<file path="config.mk">
export PLATFORM = sky130hd
export DESIGN_NAME = mem_refill_arbiter
export DESIGN_NICKNAME = d
export VERILOG_FILES = /design/src/rtl/mem_arb_pkg.sv /design/src/rtl/rr_arbiter.sv /design/src/rtl/mem_refill_arbiter.sv
export SDC_FILE = /design/constraint.sdc
export NUM_CORES = 1
export LEC_CHECK = 0
export CAP_MARGIN = 10
export CORE_AREA = 2 2 142 144
export DETAILED_ROUTE_END_ITERATION = 10
export DIE_AREA = 0 0 144 146
export PLACE_DENSITY = 0.81
export SYNTH_ARGS = -nofsm -noshare
export SYNTH_HDL_FRONTEND = slang
export SYNTH_HIERARCHICAL = 1
export SYNTH_SLANG_ARGS = --single-unit
</file>
<file path="constraint.sdc">
create_clock -name clk -period 2.4 [get_ports clk]
set_input_delay 0.48 -clock clk [delete_from_list [all_inputs] [get_ports clk]]
set_output_delay 0.48 -clock clk [all_outputs]
set_load 0.05 [all_outputs]
</file>
<file path="src/rtl/mem_arb_pkg.sv">
// Shared types and constants for the line-refill memory arbiter.
package mem_arb_pkg;

    typedef enum logic [1:0] {
        IDLE = 2'd0,
        REQ  = 2'd1,
        RSP  = 2'd2
    } state_t;

    localparam int unsigned LINE_BYTES = 16;
    localparam int unsigned LINE_OFF_W = 4;
    localparam int unsigned ADDR_W_DEF = 32;
    localparam int unsigned LINE_W_DEF = 128;

    typedef logic [ADDR_W_DEF-1:0] addr_t;
    typedef logic [LINE_W_DEF-1:0] line_t;

endpackage

</file>
<file path="src/rtl/rr_arbiter.sv">
// Combinational round-robin picker: first set request at or after ptr, wrapping N-1 -> 0.
module rr_arbiter #(
    parameter int unsigned N = 2,
    localparam int unsigned IDX_W = (N > 1) ? $clog2(N) : 1
) (
    input  logic [N-1:0]     req,
    input  logic [IDX_W-1:0] ptr,
    output logic [N-1:0]     grant,
    output logic [IDX_W-1:0] idx,
    output logic             any
);

    always_comb begin
        logic [IDX_W-1:0] cand;
        grant = '0;
        idx   = '0;
        any   = 1'b0;
        cand  = '0;
        for (int unsigned i = 0; i < N; i++) begin
            cand = IDX_W'((32'(ptr) + i) % N);
            if (!any && req[cand]) begin
                any         = 1'b1;
                grant[cand] = 1'b1;
                idx         = cand;
            end
        end
    end

endmodule

</file>
<file path="src/rtl/mem_refill_arbiter.sv">
// Round-robin sharing of one line-refill memory port; one outstanding transaction.
// Optional watchdog in REQ enabled by defining MEM_ARB_TIMEOUT_EN.
module mem_refill_arbiter
    import mem_arb_pkg::*;
#(
    parameter int unsigned NUM_REQ        = 2,
    parameter int unsigned ADDR_W         = 32,
    parameter int unsigned LINE_W         = 128,
    parameter int unsigned TIMEOUT_CYCLES = 64
) (
    input  logic                      clk,
    input  logic                      rst_n,
    input  logic [NUM_REQ-1:0]        req_valid,
    input  logic [NUM_REQ*ADDR_W-1:0] req_addr,
    output logic [NUM_REQ-1:0]        req_ready,
    output logic [NUM_REQ-1:0]        rsp_valid,
    output logic [LINE_W-1:0]         rsp_data,
    output logic                      rsp_err,
    output logic                      mem_req,
    output logic [ADDR_W-1:0]         mem_addr,
    input  logic                      mem_ready,
    input  logic [LINE_W-1:0]         mem_rdata
);

    localparam int unsigned IDX_W = $clog2(NUM_REQ);

    state_t             state_q, state_d;
    logic [IDX_W-1:0]   rr_ptr_q;
    logic [IDX_W-1:0]   idx_q;
    logic [ADDR_W-1:0]  addr_q;
    logic [LINE_W-1:0]  data_q;

    logic [NUM_REQ-1:0] grant;
    logic [IDX_W-1:0]   grant_idx;
    logic               grant_any;
    logic               accept;
    logic               capture;
    logic               timeout_c;
    logic [ADDR_W-1:0]  sel_addr;
    logic [ADDR_W-1:0]  aligned_addr;

    rr_arbiter #(.N(NUM_REQ)) u_rr (
        .req   (req_valid),
        .ptr   (rr_ptr_q),
        .grant (grant),
        .idx   (grant_idx),
        .any   (grant_any)
    );

    assign sel_addr     = req_addr[32'(grant_idx)*ADDR_W +: ADDR_W];
    assign aligned_addr = sel_addr & ~ADDR_W'(LINE_BYTES - 1);

    // Next-state and handshake decode
    always_comb begin
        state_d   = state_q;
        req_ready = '0;
        accept    = 1'b0;
        capture   = 1'b0;
        unique case (state_q)
            IDLE: begin
                req_ready = grant;
                if (grant_any) begin
                    accept  = 1'b1;
                    state_d = REQ;
                end
            end
            REQ: begin
                if (mem_ready) begin
                    capture = 1'b1;
                    state_d = RSP;
                end else if (timeout_c) begin
                    state_d = RSP;
                end
            end
            RSP:     state_d = IDLE;
            default: state_d = IDLE;
        endcase
    end

    // Memory/response outputs decoded straight from the state register
    always_comb begin
        mem_req   = 1'b0;
        mem_addr  = '0;
        rsp_valid = '0;
        if (state_q == REQ) begin
            mem_req  = 1'b1;
            mem_addr = addr_q;
        end
        if (state_q == RSP) begin
            rsp_valid = NUM_REQ'(1) << idx_q;
        end
    end

    assign rsp_data = data_q;

    always_ff @(posedge clk or negedge rst_n) begin
        if (!rst_n) begin
            state_q  <= IDLE;
            rr_ptr_q <= '0;
            idx_q    <= '0;
            addr_q   <= '0;
            data_q   <= '0;
        end else begin
            state_q <= state_d;
            if (accept) begin
                idx_q    <= grant_idx;
                addr_q   <= aligned_addr;
                rr_ptr_q <= (32'(grant_idx) == NUM_REQ - 1) ? '0 : grant_idx + IDX_W'(1);
            end
            if (capture) begin
                data_q <= mem_rdata;
            end
        end
    end

`ifdef MEM_ARB_TIMEOUT_EN
    localparam int unsigned WD_W = $clog2(TIMEOUT_CYCLES + 1);

    logic [WD_W-1:0] wdog_q;
    logic            err_q;

    assign timeout_c = (state_q == REQ) && (wdog_q == WD_W'(TIMEOUT_CYCLES - 1));
    assign rsp_err   = (state_q == RSP) && err_q;

    // Counter is zero on entry to REQ and counts REQ cycles
    always_ff @(posedge clk or negedge rst_n) begin
        if (!rst_n) begin
            wdog_q <= '0;
            err_q  <= 1'b0;
        end else begin
            if (state_q == REQ) begin
                wdog_q <= wdog_q + WD_W'(1);
                if (mem_ready) begin
                    err_q <= 1'b0;
                end else if (timeout_c) begin
                    err_q <= 1'b1;
                end
            end else begin
                wdog_q <= '0;
            end
        end
    end
`else
    assign timeout_c = 1'b0;
    assign rsp_err   = 1'b0;
`endif

endmodule

</file>
Fig. 1: run 1, M2 wires
Drawn at 3 px/µm. Cells faint in the background.
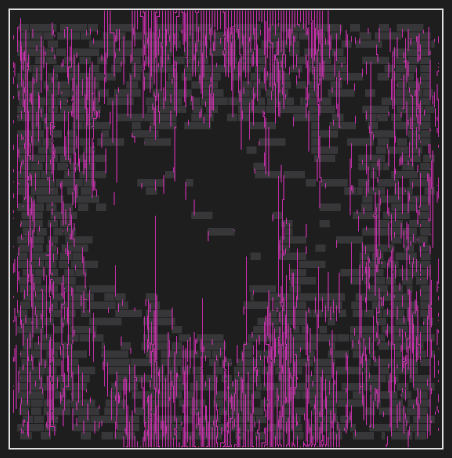
longest straight run	61.9 µm
wire length on this layer	8890 µm
share of all routed wire	50%
main direction	vertical
final WL: 17700 µm
total vias in the final route: 4719
met2 global-route usage: 29.0%

Fig. 2: run 1, wire density map
Drawn at 2 px/µm. 29 x 29 tiles, from dark blue (low) to red (high), scaled to the fullest tile. Values are wire area over tile area, all layers added.
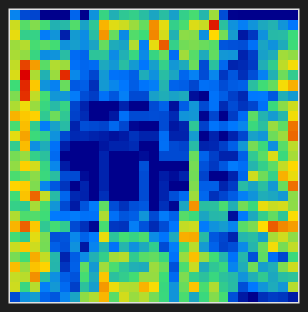
nearly empty tiles	8.7%
mean over tiles	0.14
fullest tile	0.39
GRT Total Usage: 16.9%
DR WL/cell: 16.8 µm

==> impl_metrics.json, run 1 <==
{
  "clock_path_buffers": 2,
  "hold_class": "reg2reg",
  "synthAoiAreaFrac_pct": 0.455,
  "cp-start-kind": "primary input",
  "cts_buffers": 17,
  "clk_pin_slew_ns": 0.07,
  "cts.sinks": 160,
  "yosysTopAreaCellShare_pct": 60.7,
  "fill_cells": 1536,
  "topCellsByArea": "dfrtp_1, mux2_2, and2_1",
  "fp-row-count": 51,
  "dr.first_iter.drc_count": 117,
  "netlist_area_um2": 6600,
  "ys_sh_mux_pct": 31.7,
  "status": "finished clean",
  "synth_warnings": 6,
  "power_mw": 19.0,
  "post-dp-hpwl_um": 13200,
  "top_cell": "mux2_2",
  "hold_violations": 0,
  "vdd_drop_max_v": 0.00109,
  "worstHoldStart": "addr_q[29]",
  "firstDrtPassIters": 3,
  "clk-insertion-delay-late_ns": 0.41,
  "final_core_util_pct": 58.7,
  "finClkSkew_ns": 0.00891,
  "drv_cap": 0,
  "syn2layout_area_growth_pct": 71.9,
  "design_area_um2": 11300,
  "route.detailed.drc": 0,
  "layout-drive-gt1-share_pct": 33.0,
  "cp.required_ns": 1.92,
  "cts_tree": "done",
  "core_um2": 19300,
  "viasPerCell": 4.48,
  "fin_crit_sh_pct": 97.0,
  "slew_violations": 0,
  "grt-ovfl-total": 0,
  "synthAdderAreaFrac_pct": 0,
  "h-tree-depth": 4,
  "final_antenna_net_count": 0,
  "logic_family": "multiplexers",
  "yosysTopAreaCell": "dfrtp_1",
  "power_density_nw_per_um2": 1680,
  "dieArea_um2": 21000,
  "place.gp.congestion": 0.743,
  "worst_slew_margin_rel_pct": 61.1,
  "synthDistinctLibCells": 19,
  "critPathLaunch": "req_valid[1]",
  "io_pins": 363,
  "finalNetCount": 972,
  "syn_area_per_cell_um2": 15.8,
  "synthCells": 419,
  "worst_hold_slack_ns": 0.490,
  "synth-xor-area-share_pct": 0,
  "worst_slew_pin_slew_ns": 0.581,
  "grt_pass1_vias": 5093,
  "synth_seq_share_pct": 60.7,
  "ys_area_um2": 6600,
  "edf_count": 0,
  "ys_cells": 419
}
Fig. 3: run 1, signal wires on met3
Drawn at 3 px/µm. Cells faint in the background.
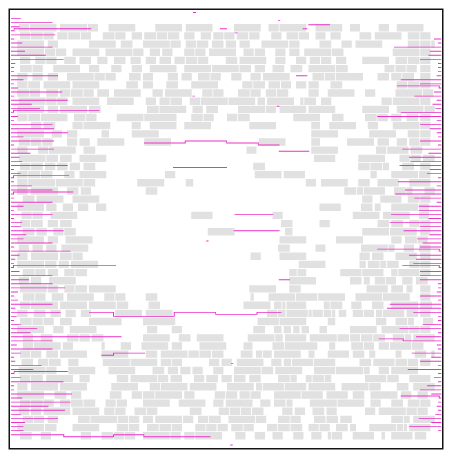
main direction	horizontal
nets with wire on the layer	208
share of all routed wire	10%
wire length on this layer	1780 µm
M3 GR Usage: 7.47%

-- run 1: area by class of cell --
class / instances / area [µm²] / share of cell area [%]
Timing Repair Buffer: 361 / 3970 / 35.0
Tap cell: 265 / 332 / 2.92
Multi-Input combinational cell: 231 / 2390 / 21.1
Clock inverter: 13 / 201 / 1.78
Clock buffer: 19 / 433 / 3.82
Antenna cell: 1 / 2.50 / 0.0221
Sequential cell: 160 / 4000 / 35.3
Inverter: 4 / 15.0 / 0.132
-- run 1: kinds of logic (layout without fill, tap and decap cells) --
| group | after synthesis | count (layout) |
|---|---|---|
| muxes | 186 | 186 |
| DFF | 160 | 160 |
| AOI/OAI and AO/OA | 4 | 4 |
| other | 1 | 6 |
| and+or+nand+nor | 36 | 36 |
| buffers and inverters | 32 | 397 |
-- run 1: worst max-delay path: stages --
cell	delay, ns
clkdlybuf4s50_1	0.50
a21boi_0	0.24
nor3b_1	0.42
buf_12	0.20
-- run 1: path summary, 6_finish.rpt --
check | to | slack (ns) | cells after the start
worst max register to register | rsp_data[69] | 0.65 | 3
min in group asynchronous | rsp_data[88] | 0.55 | 2
worst min register to register | addr_q[29] | 0.49 | 1
max in group asynchronous | rsp_data[102] | 1.13 | 3
worst max-delay path | req_ready[1] | 0.07 | 4
worst min-delay path | addr_q[29] | 0.49 | 1
-- run 1: stage by stage --
stage | std cells | setup slack [ns]
6_report | 1054 | 0.0724
5_1_grt | 1054 | -0.00726
4_1_cts | 1053 | 0.0199
3_5_place_dp | 1020 | 0.142
3_3_place_gp | 1020 | 0.155
2_1_floorplan | 423 | 0.133
-- run 1: sequential cells by signal, summed over array words and instances (netlist names) --
register	count
addr_q	28
rr_ptr_q	1
idx_q	1
state_q	2
rsp_data	128
-- run 1: placed cells by master, fill, tap and decap left out --
master	instances
a21boi_0	2
inv_1	4
nand3b_1	1
nor2b_1	1
and2_1	28
a21boi_2	1
inv_6	3
clkbuf_1	2
clkinv_4	2
clkbuf_16	17
mux2i_1	1
diode_2	1
dfrtp_1	160
clkinvlp_4	2
clkdlybuf4s50_1	315
inv_8	2
nor3b_4	1
a21o_1	1
nor3b_1	3
or2_1	1
bufinv_16	4
mux2_2	183
and3b_1	1
buf_12	37
mux2_1	2
buf_6	1
conb_1	5
dlygate4sd3_1	1
buf_4	7
-- run 1: where the power goes --
group	switching, mW	internal (mW)	leakage, nW
clock network	1.16	1.77	0.303
logic	6.71	4.62	2.52
registers	0.676	4.09	1.88
-- run 1: metal layers --
| layer | track usage, % | share of wire (%) | vias up |
|---|---|---|---|
| li1 | - | - | 2163 |
| met1 | 18.8 | 38 | 2312 |
| met2 | 29.0 | 50 | 225 |
| met3 | 7.47 | 10 | 19 |
| met4 | 5.20 | 1.9 | 0 |
| met5 | 0 | 0 | - |
-- run 1: timing repair --
action | in CTS | in global routing
hold endpoints to repair | 41 | 0
setup endpoints to repair | 0 | 1
buffers inserted | 0 | 0
gates resized | 0 | 0
hold buffers | 1 | 0
Fig. 4: run 1, track usage over the die
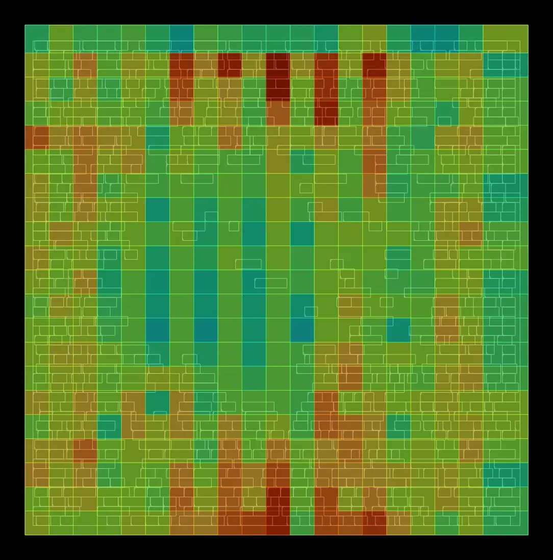

## Run 2: what changed since run 1
Settings changed: PLACE_DENSITY 0.81 to not set, PLACE_DENSITY_LB_ADDON set to 0.08.
Fig. 5: run 2, track usage over the die
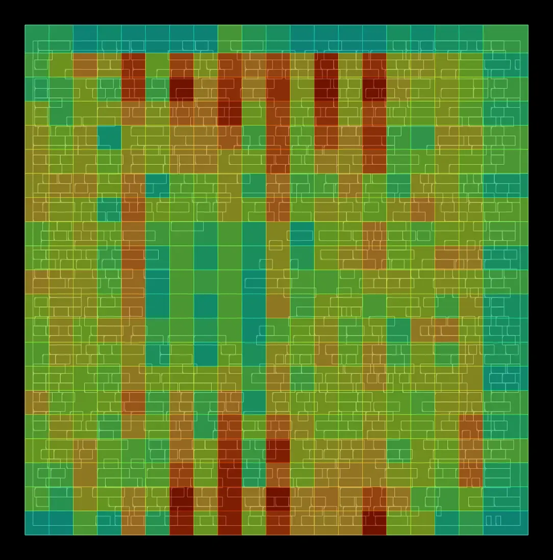
M3 GR Usage: 6.84%
global route hottest layer: met2
DR WL/cell: 17.8 µm
GRT Total Usage: 18.0%

Fig. 6: run 2, wire density map
Drawn at 2 px/µm. 29 x 29 tiles, from dark blue (low) to red (high), scaled to the fullest tile. Values are wire area over tile area, all layers added.
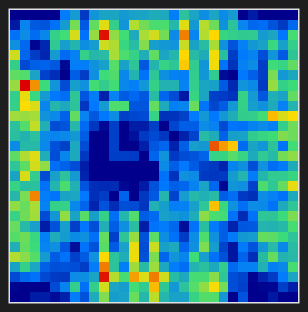
nearly empty tiles	7.4%
mean over tiles	0.15
fullest tile	0.46
emptiest ninth of the die	centre
tiles over half the peak	18%

Fig. 7: run 2, signal wires on met3
Drawn at 3 px/µm. Cells faint in the background.
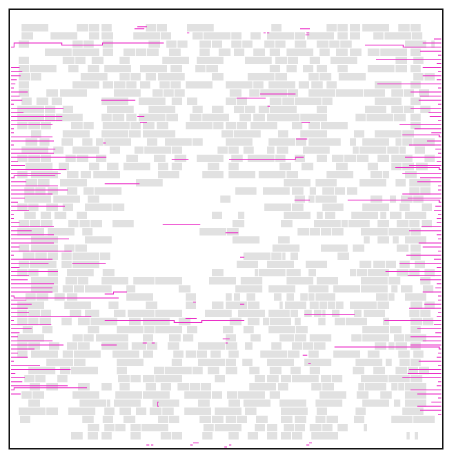
longest straight run	34.7 µm
nets with wire on the layer	194
wire length on this layer	1660 µm
final WL: 18800 µm
total vias in the final route: 4736

==> impl_metrics.json, run 2 <==
{
  "rrSetupSlack_ns": 0.67,
  "cp.required_ns": 1.92,
  "initCoreUtil_pct": 34.1,
  "fin_cells": 1053,
  "fp-row-count": 51,
  "synthCells": 419,
  "hold_class": "in2async",
  "design_area_um2": 11400,
  "cts.sinks": 160,
  "cp-start-kind": "primary input",
  "worst_slew_margin_rel_pct": 61.4,
  "topCellsByArea": "dfrtp_1, mux2_2, and2_1",
  "syn2layout_area_growth_pct": 72.8,
  "syn_area_per_cell_um2": 15.8,
  "yosysTopAreaCell": "dfrtp_1",
  "lay_top_count": "clkdlybuf4s50_1",
  "power.switching_mw": 8.56,
  "cts_tree": "done",
  "place.gp.congestion": 0.758,
  "finalNetCount": 973,
  "grt_pass1_vias": 5203,
  "clock_path_buffers": 2,
  "viasPerCell": 4.50,
  "post-dp-hpwl_um": 14400,
  "worstSetupEndpoint": "req_ready[1]",
  "vdd_drop_max_v": 0.000961,
  "final_cell_mix": "clkdlybuf4s50_1, mux2_2, dfrtp_1, buf_12, and2_1",
  "synthDistinctLibCells": 19,
  "route.detailed.drc": 0,
  "netlist_area_um2": 6600,
  "dr.first_iter.drc_count": 113,
  "rr_worst_depth": 4,
  "core_um2": 19300,
  "dp.cells": 1022,
  "worst_hold_slack_ns": 0.00459,
  "edf_count": 0,
  "cts_buffers": 17,
  "h-tree-depth": 4,
  "drv_cap": 0,
  "ys_area_um2": 6600,
  "timing.rr.end": "rsp_data[47]",
  "finClkSkew_ns": 0.0142,
  "synth_seq_share_pct": 60.7,
  "ys_cells": 419,
  "status": "finished clean",
  "dieArea_um2": 21000,
  "firstDrtPassIters": 4,
  "grt-ovfl-total": 0,
  "synth_warnings": 6,
  "p_clk_share_pct": 15.3,
  "postCtsHoldBufs": 0,
  "io_pins": 363,
  "fin_crit_sh_pct": 93.9,
  "hold_violations": 0,
  "power_density_nw_per_um2": 1680,
  "clk_pin_slew_ns": 0.06,
  "antenna_cells": 0,
  "top_cell": "mux2_2",
  "switching_share_pct": 44.7,
  "yosysTopAreaCellShare_pct": 60.7,
  "clk-insertion-delay-late_ns": 0.42,
  "layout-drive-gt1-share_pct": 33.5,
  "largest_register_ff_count": 128,
  "power.share.sequential_pct": 24.9,
  "critPathLaunch": "req_valid[0]",
  "final_antenna_net_count": 0,
  "worst_slew_pin_slew_ns": 0.577,
  "slew_violations": 0,
  "combPwrFrac_pct": 59.8
}
run 2: cell count changes in the layout (fill, tap and decap cells not counted), sizes merged:
cell,delta
inv,-2
clkinv,-2
buf,+2
clkinvlp,+2
diode,-1
clkbuf,+1
dlygate4sd3,-1
run 2: repair_timing:
action	4_1_cts	5_1_grt
buffers inserted	0	0
setup endpoints to repair	0	3
gates resized	0	1
run 2: critical path, stage by stage:
cell             delay (ns)
clkdlybuf4s50_1        0.50
a21boi_0               0.19
nor3b_1                0.40
buf_12                 0.20
run 2: how the worst min path moves through the flow:
stage               startpoint  slack, ns  depth (start not counted)           to
finish                   rst_n      0.005                          1  rsp_data[5]
global route             rst_n       0.02                          1  rsp_data[1]
CTS                      rst_n      0.006                          1  rsp_data[5]
detailed placement       rst_n       0.46                          1  rsp_data[5]
global placement         rst_n       0.46                          1  rsp_data[5]
floorplan                rst_n       0.18                          0   addr_q[10]
run 2: metal layers:
layer  global-route usage (%)  vias to the layer above  wire length, µm
li1                         -                     2164                -
met1                     18.8                     2294             6820
met2                     31.3                      227             9580
met3                     6.84                       49             1660
met4                     8.87                        2              723
met5                        0                        -               12
run 2: kinds of logic (layout without fill, tap and decap cells):
group | Yosys count | count (layout) | share of synthesized area (%)
flip-flops | 160 | 160 | 60.7
AND/OR/NAND/NOR | 36 | 36 | 3.62
AND-OR/OR-AND | 4 | 4 | 0.455
buffers and inverters | 32 | 397 | 3.51
other | 1 | 5 | 0.0568
multiplexers | 186 | 186 | 31.7
run 2: stage by stage:
| step | setup WS (ns) | power (mW) | util (%) |
|---|---|---|---|
| after floorplan | 0.133 | 11.8 | - |
| after CTS | 0.0323 | 19.4 | 59.0 |
| after global routing | 0.00166 | 20.0 | 59.0 |
| final | 0.147 | 19.2 | 59.0 |
| after detailed placement | 0.147 | 16.4 | 55.7 |
| after global placement | 0.152 | 16.2 | 55.7 |
run 2: area by class of cell:
cell class / instances / area, µm²
Clock buffer: 20 / 467
Clock inverter: 11 / 176
Fill cell: 1577 / 7930
Inverter: 4 / 15.0
Multi-Input combinational cell: 231 / 2410
Sequential cell: 160 / 4000
Tap cell: 265 / 332
Timing Repair Buffer: 362 / 4010
run 2: power groups by stage:
stage / clock network, mW / logic, mW / registers (mW)
detailed placement: 0 / 11.6 / 4.82
finish: 2.93 / 11.5 / 4.77
global placement: 0 / 11.5 / 4.74
global route: 3.14 / 11.9 / 4.96
floorplan: 0 / 3.20 / 8.65
CTS: 3.01 / 11.6 / 4.79
Power figures rest on the tool's default switching activity, not on a simulated workload.
